===== src/rtl/cmd_frame_dec_if.sv =====
// Command frame decoder bus: demodulator bit stream in,
// decoded command strobe out.
interface cmd_frame_dec_if #(
  parameter int CntW = 5
);
  logic            i_data_dem;
  logic            i_valid_dem;
  logic            i_newcmd_dem;
  logic            i_preamble_dem;
  logic            i_t1_start_dem;
  logic            o_cmd_valid;
  logic [2:0]      o_cmd_type;
  logic [15:0]     o_payload;
  logic            o_crc_err;
  logic [CntW-1:0] o_bit_cnt;

  modport master (
    output i_data_dem,
    output i_valid_dem,
    output i_newcmd_dem,
    output i_preamble_dem,
    output i_t1_start_dem,
    input  o_cmd_valid,
    input  o_cmd_type,
    input  o_payload,
    input  o_crc_err,
    input  o_bit_cnt
  );

  modport slave (
    input  i_data_dem,
    input  i_valid_dem,
    input  i_newcmd_dem,
    input  i_preamble_dem,
    input  i_t1_start_dem,
    output o_cmd_valid,
    output o_cmd_type,
    output o_payload,
    output o_crc_err,
    output o_bit_cnt
  );
endinterface


===== src/rtl/cmd_frame_dec.sv =====
// Reader command frame decoder: collects PIE bits, classifies
// the command by opcode and length, checks Query CRC-5.
module cmd_frame_dec #(
  parameter int         MaxBits    = 22,
  parameter int         CntW       = 5,
  parameter logic [4:0] Crc5Preset = 5'b01001
) (
  input  logic              clk,
  input  logic              rst,
  cmd_frame_dec_if.slave    bus
);
  localparam logic [4:0] Crc5Poly = 5'b01001;

  typedef enum logic [1:0] {
    S_IDLE,
    S_RECV,
    S_DONE
  } state_t;

  state_t               r_state;
  state_t               w_next;
  logic [MaxBits-1:0]   r_sr;
  logic [CntW-1:0]      r_cnt;
  logic [4:0]           r_crc;
  logic                 r_ovf;
  logic                 r_cmd_valid;
  logic [2:0]           r_cmd_type;
  logic [15:0]          r_payload;
  logic                 r_crc_err;

  logic                 w_init;
  logic                 w_shift;
  logic                 w_fb;
  logic [4:0]           w_crc_nxt;
  logic [2:0]           w_type;
  logic [15:0]          w_payload;
  logic                 w_crc_err;

  assign bus.o_cmd_valid = r_cmd_valid;
  assign bus.o_cmd_type  = r_cmd_type;
  assign bus.o_payload   = r_payload;
  assign bus.o_crc_err   = r_crc_err;
  assign bus.o_bit_cnt   = r_cnt;

  // State register
  always_ff @(posedge clk) begin
    if (rst) r_state <= S_IDLE;
    else     r_state <= w_next;
  end

  // Next state; a new frame pulse always wins over end-of-frame
  always_comb begin
    w_next = r_state;
    unique case (r_state)
      S_IDLE: if (bus.i_newcmd_dem) w_next = S_RECV;
      S_RECV: begin
        if (bus.i_newcmd_dem)        w_next = S_RECV;
        else if (bus.i_t1_start_dem) w_next = S_DONE;
      end
      S_DONE: w_next = S_IDLE;
      default: w_next = S_IDLE;
    endcase
  end

  // Frame init / bit shift controls and CRC-5 step
  always_comb begin
    w_init    = bus.i_newcmd_dem &&
                (r_state == S_IDLE || r_state == S_RECV);
    w_shift   = (r_state == S_RECV) && bus.i_valid_dem &&
                !bus.i_newcmd_dem;
    w_fb      = bus.i_data_dem ^ r_crc[4];
    w_crc_nxt = {r_crc[3:0], 1'b0} ^ (w_fb ? Crc5Poly : 5'b0);
  end

  // Classify the completed frame by length and opcode
  always_comb begin
    w_type    = 3'd7;
    w_payload = 16'h0;
    w_crc_err = 1'b0;
    if (!r_ovf) begin
      unique case (1'b1)
        (r_cnt == CntW'(4) && r_sr[3:2] == 2'b00): begin
          w_type    = 3'd1;
          w_payload = {14'h0, r_sr[1:0]};
        end
        (r_cnt == CntW'(18) && r_sr[17:16] == 2'b01): begin
          w_type    = 3'd2;
          w_payload = r_sr[15:0];
        end
        (r_cnt == CntW'(22) && r_sr[21:18] == 4'b1000 &&
         bus.i_preamble_dem): begin
          w_type    = 3'd3;
          w_payload = {3'h0, r_sr[17:5]};
          w_crc_err = (r_crc != 5'h0);
        end
        (r_cnt == CntW'(9) && r_sr[8:5] == 4'b1001): begin
          w_type    = 3'd4;
          w_payload = {11'h0, r_sr[4:0]};
        end
        (r_cnt == CntW'(8) && r_sr[7:0] == 8'hC0): begin
          w_type    = 3'd5;
        end
        default: begin
          w_type    = 3'd7;
        end
      endcase
    end
  end

  // Frame datapath: shift register, bit counter, CRC, overflow
  always_ff @(posedge clk) begin
    if (rst) begin
      r_sr  <= '0;
      r_cnt <= '0;
      r_crc <= Crc5Preset;
      r_ovf <= 1'b0;
    end else if (w_init) begin
      r_sr  <= '0;
      r_cnt <= '0;
      r_crc <= Crc5Preset;
      r_ovf <= 1'b0;
    end else if (w_shift) begin
      r_sr  <= {r_sr[MaxBits-2:0], bus.i_data_dem};
      r_crc <= w_crc_nxt;
      if (r_cnt < CntW'(MaxBits)) r_cnt <= r_cnt + CntW'(1);
      else                        r_ovf <= 1'b1;
    end
  end

  // Command strobe and held result registers
  always_ff @(posedge clk) begin
    if (rst) begin
      r_cmd_valid <= 1'b0;
      r_cmd_type  <= 3'd0;
      r_payload   <= 16'h0;
      r_crc_err   <= 1'b0;
    end else begin
      r_cmd_valid <= (r_state == S_DONE);
      if (r_state == S_DONE) begin
        r_cmd_type <= w_type;
        r_payload  <= w_payload;
        r_crc_err  <= w_crc_err;
      end
    end
  end
endmodule


===== src/flat_wrapper.sv =====
// flat-port wrapper written by rule: the top's interface ports become plain ports
module cmd_frame_dec_flat 
#(
  parameter int         MaxBits    = 22,
  parameter int         CntW       = 5,
  parameter logic [4:0] Crc5Preset = 5'b01001
)
  (clk, rst, bus_i_data_dem, bus_i_valid_dem, bus_i_newcmd_dem, bus_i_preamble_dem, bus_i_t1_start_dem, bus_o_cmd_valid, bus_o_cmd_type, bus_o_payload, bus_o_crc_err, bus_o_bit_cnt);
  cmd_frame_dec_if #(.CntW(CntW)) bus_i ();
  input  logic clk;
  input  logic rst;
  input wire logic [$bits(bus_i.i_data_dem)-1:0] bus_i_data_dem;
  input wire logic [$bits(bus_i.i_valid_dem)-1:0] bus_i_valid_dem;
  input wire logic [$bits(bus_i.i_newcmd_dem)-1:0] bus_i_newcmd_dem;
  input wire logic [$bits(bus_i.i_preamble_dem)-1:0] bus_i_preamble_dem;
  input wire logic [$bits(bus_i.i_t1_start_dem)-1:0] bus_i_t1_start_dem;
  output wire logic [$bits(bus_i.o_cmd_valid)-1:0] bus_o_cmd_valid;
  output wire logic [$bits(bus_i.o_cmd_type)-1:0] bus_o_cmd_type;
  output wire logic [$bits(bus_i.o_payload)-1:0] bus_o_payload;
  output wire logic [$bits(bus_i.o_crc_err)-1:0] bus_o_crc_err;
  output wire logic [$bits(bus_i.o_bit_cnt)-1:0] bus_o_bit_cnt;
  assign bus_i.i_data_dem = bus_i_data_dem;
  assign bus_i.i_valid_dem = bus_i_valid_dem;
  assign bus_i.i_newcmd_dem = bus_i_newcmd_dem;
  assign bus_i.i_preamble_dem = bus_i_preamble_dem;
  assign bus_i.i_t1_start_dem = bus_i_t1_start_dem;
  assign bus_o_cmd_valid = bus_i.o_cmd_valid;
  assign bus_o_cmd_type = bus_i.o_cmd_type;
  assign bus_o_payload = bus_i.o_payload;
  assign bus_o_crc_err = bus_i.o_crc_err;
  assign bus_o_bit_cnt = bus_i.o_bit_cnt;
  cmd_frame_dec #(.MaxBits(MaxBits), .CntW(CntW), .Crc5Preset(Crc5Preset)) u_core (.clk(clk), .rst(rst), .bus(bus_i));
endmodule

===== config.mk =====
export PLATFORM = sky130hd
export DESIGN_NAME = cmd_frame_dec_flat
export DESIGN_NICKNAME = d
export VERILOG_FILES = /design/src/rtl/cmd_frame_dec_if.sv /design/src/rtl/cmd_frame_dec.sv /design/src/flat_wrapper.sv
export SDC_FILE = /design/constraint.sdc
export NUM_CORES = 1
export LEC_CHECK = 0
export CAP_MARGIN = 20
export CORE_MARGIN = 5
export CORE_UTILIZATION = 48
export DETAILED_ROUTE_END_ITERATION = 12
export PLACE_DENSITY = 0.8
export SLEW_MARGIN = 20
export SYNTH_ARGS = -nofsm -noshare
export SYNTH_HDL_FRONTEND = slang
export SYNTH_SLANG_ARGS = --single-unit

===== constraint.sdc =====
create_clock -name clk -period 1.6 [get_ports clk]
set_input_delay 0.32 -clock clk [delete_from_list [all_inputs] [get_ports clk]]
set_output_delay 0.32 -clock clk [all_outputs]
set_load 0.02 [all_outputs]

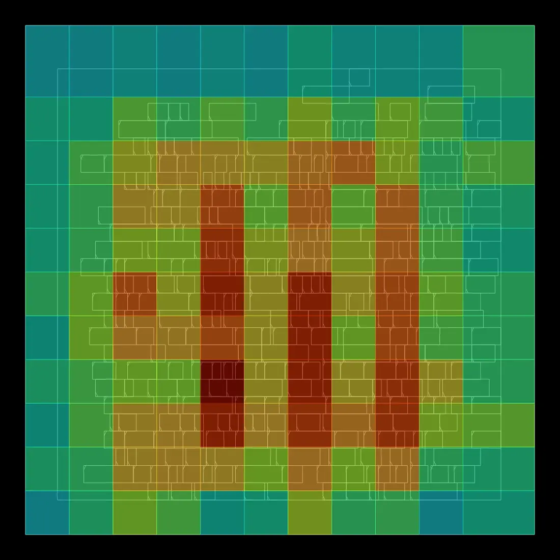
*Routing congestion*
GR Util met1: 25.88%
total track usage: 19.61%
WL/cell: 15.20 um
met2 track demand over resource: 30.71%
layer with the highest usage: met2

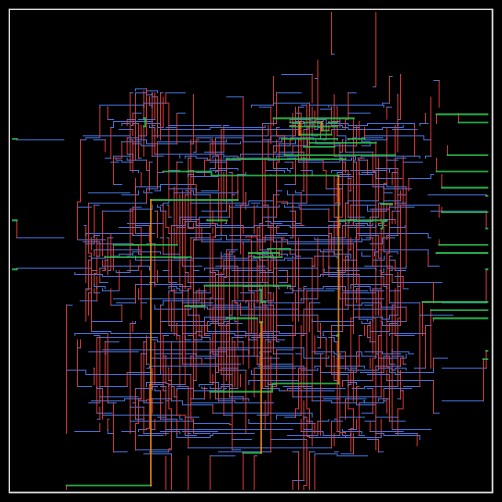
*Routed metal, one colour a layer*
Drawn at 6 px/um.
[blue] metal 1 | wire length: 2710 um
[red] metal 2 | wire length: 2900 um
[green] metal 3 | wire length: 358 um
[orange] metal 4 | wire length: 107 um
final wirelength: 6.079 mm
routed via count: 2229

==> qor.csv <==
metric,value,unit
largest net degree at the start of global routing,27,
worst r2r src,u_core.bus.o_bit_cnt[3],
Worst R2R End,u_core.bus.o_payload[4],
Post-Route Utilization,67.82,%
crit path from,u_core.bus.o_bit_cnt[3],
comb pwr,177,uW
# Cells Yosys,266,
number of clock sinks,56,
"EDFF count, synth",0,
fraction of registers with async set/reset,0,%
Non-Filler Instances,400,
crit path cell chain,buf_6 > or4b_4 > or2_4 > a21boi_4 > a221o_1,
"Design Area, Final",3224,um^2
met2 routed WL,2.901,mm
well-tap cell count,67,
switching pwr,567.4,uW
status,"complete, but fails checks",
CTS tree,done,
Top cells excl fill/tap,"nand2_1, dfxtp_1, a21oi_1",
Placed Area,3019,um^2
initial antenna violation count,0,
period utilization,102.1,%
first-pass GRT wire length,9.825,mm
initial DRC count,184,
post-DP HPWL,4.233,mm
WL met1,2.713,mm
switching share of power,23.52,%
worst r2r path cells,5,
DR WL met3,357,um
die area,6445,um^2
CP bufs+invs,1,
critical path peak fanout,3,
comb. cell area,1205,um^2
Logic family by area,simple AND/OR/NAND/NOR gates,
global route total overflow,0,
hold path endpoint,u_core.bus.o_payload[15],
RSZ-0062 raised after global routing,yes,
Basic Gates by Area,24.59,%
share of cells above drive strength 1,23.72,%
LEAKAGE,1.436,nW
Complex Gates by Area,18.84,%
total negative setup slack,-0.1048,ns
Final GP Congestion,0.8505,
Logic pwr share,7.3,%
Final setup viols,6,
die height,80.28,um
clock root buffer,clkbuf_8,
n_diodes,0,
nonclk inv count,6,
ys flops,56,
Int Pwr,1.845,mW
clk buf depth,2,
"FA/HA/MAJ Cells, Area Fraction",2.111,%
Worst Slack Setup Final,-0.03307,ns
Post-synth seq share,47.28,%
Cell Type Count,49,
Final Total Pwr,2.412,mW
Clk pwr share,34.0,%
DR top layer,met4,
most numerous logic cell after layout,nand2_1,
registers,56,
max frequency,612.3,MHz
WHS,0.4540,ns
synth cell count leaders,"nand2_1, dfxtp_1, a21oi_1",
# port buffers,32,
Main power group,registers,
critical path depth,5,
FILL cells,364,
final tally of max-slew violations,0,
TritonCTS Buffers,5,
"Setup Fix Bufs, Post-CTS",1,
MUX share of area,0.4222,%
placed cells,388,
Area leader share,47.28,%
"Hold-fix buffers, CTS",0,
Initial Util,49.87,%
Crit path arrival time,1.90,ns
Worst setup SP type,flop,
CP endpoint,u_core.bus.o_payload[4],
worst-margin pin slew,0.5634,ns
Syn-to-layout area delta,35.99,%
core area,4755,um^2
drt drc,0,
chip area in the Yosys report,2371,um^2
Max VDD drop,0.5603,mV
largest cell class by area,multi-input combinational cells,
Biggest register,u_core.r_sr,
Synth Instances,266,
via-per-instance ratio,5.573,
Synth warnings,0,
Hold Path Cell Cnt,2,
FF-to-FF setup slack,-0.03,ns
Non-clock buffer share,21.30,%
I/O pin cnt,33,
Layout Skew,0.005949,ns
max cap viols,0,
HP Class,flop to flop,
post-route minimum period,1.633,ns
critical path required time,1.86,ns
Crit path max-delay family,simple AND/OR/NAND/NOR gates,
top cells by area,"dfxtp_1, nand2_1, a21oi_1",
clock slew at reported path FFs,0.10,ns
most frequent cell after synthesis,nand2_1,
Max transition margin,62.44,%
vias in the first global route,2092,
Power Dens Cells,748.2,nW/um^2
remaining antenna violation count,0,
die width,80.28,um
Register Area,1130,um^2
Post-Synth XOR/XNOR Area,1.847,%
clkbuf count,6,
clk_lat worst skew,0.31,ns
comb_multi_in,190,
flop share of the area,35.04,%
clock-cell share of area,2.988,%
hold path start,u_core.bus.o_payload[15],
crit end category,flop,
slowest cell on the critical path,or4b_4,
Seq. pwr,1.42,mW
syn nets,277,
max reg flops,22,
final hold violation count,0,
Syn Area/Cell,8.914,um^2
tool warnings,32,
violated checks,setup timing,
Main synth FF type,dfxtp_1,
Crit Path Class,flop to flop,
"Buffers, non-clock",73,
Power and IR drop assume default switching activity.
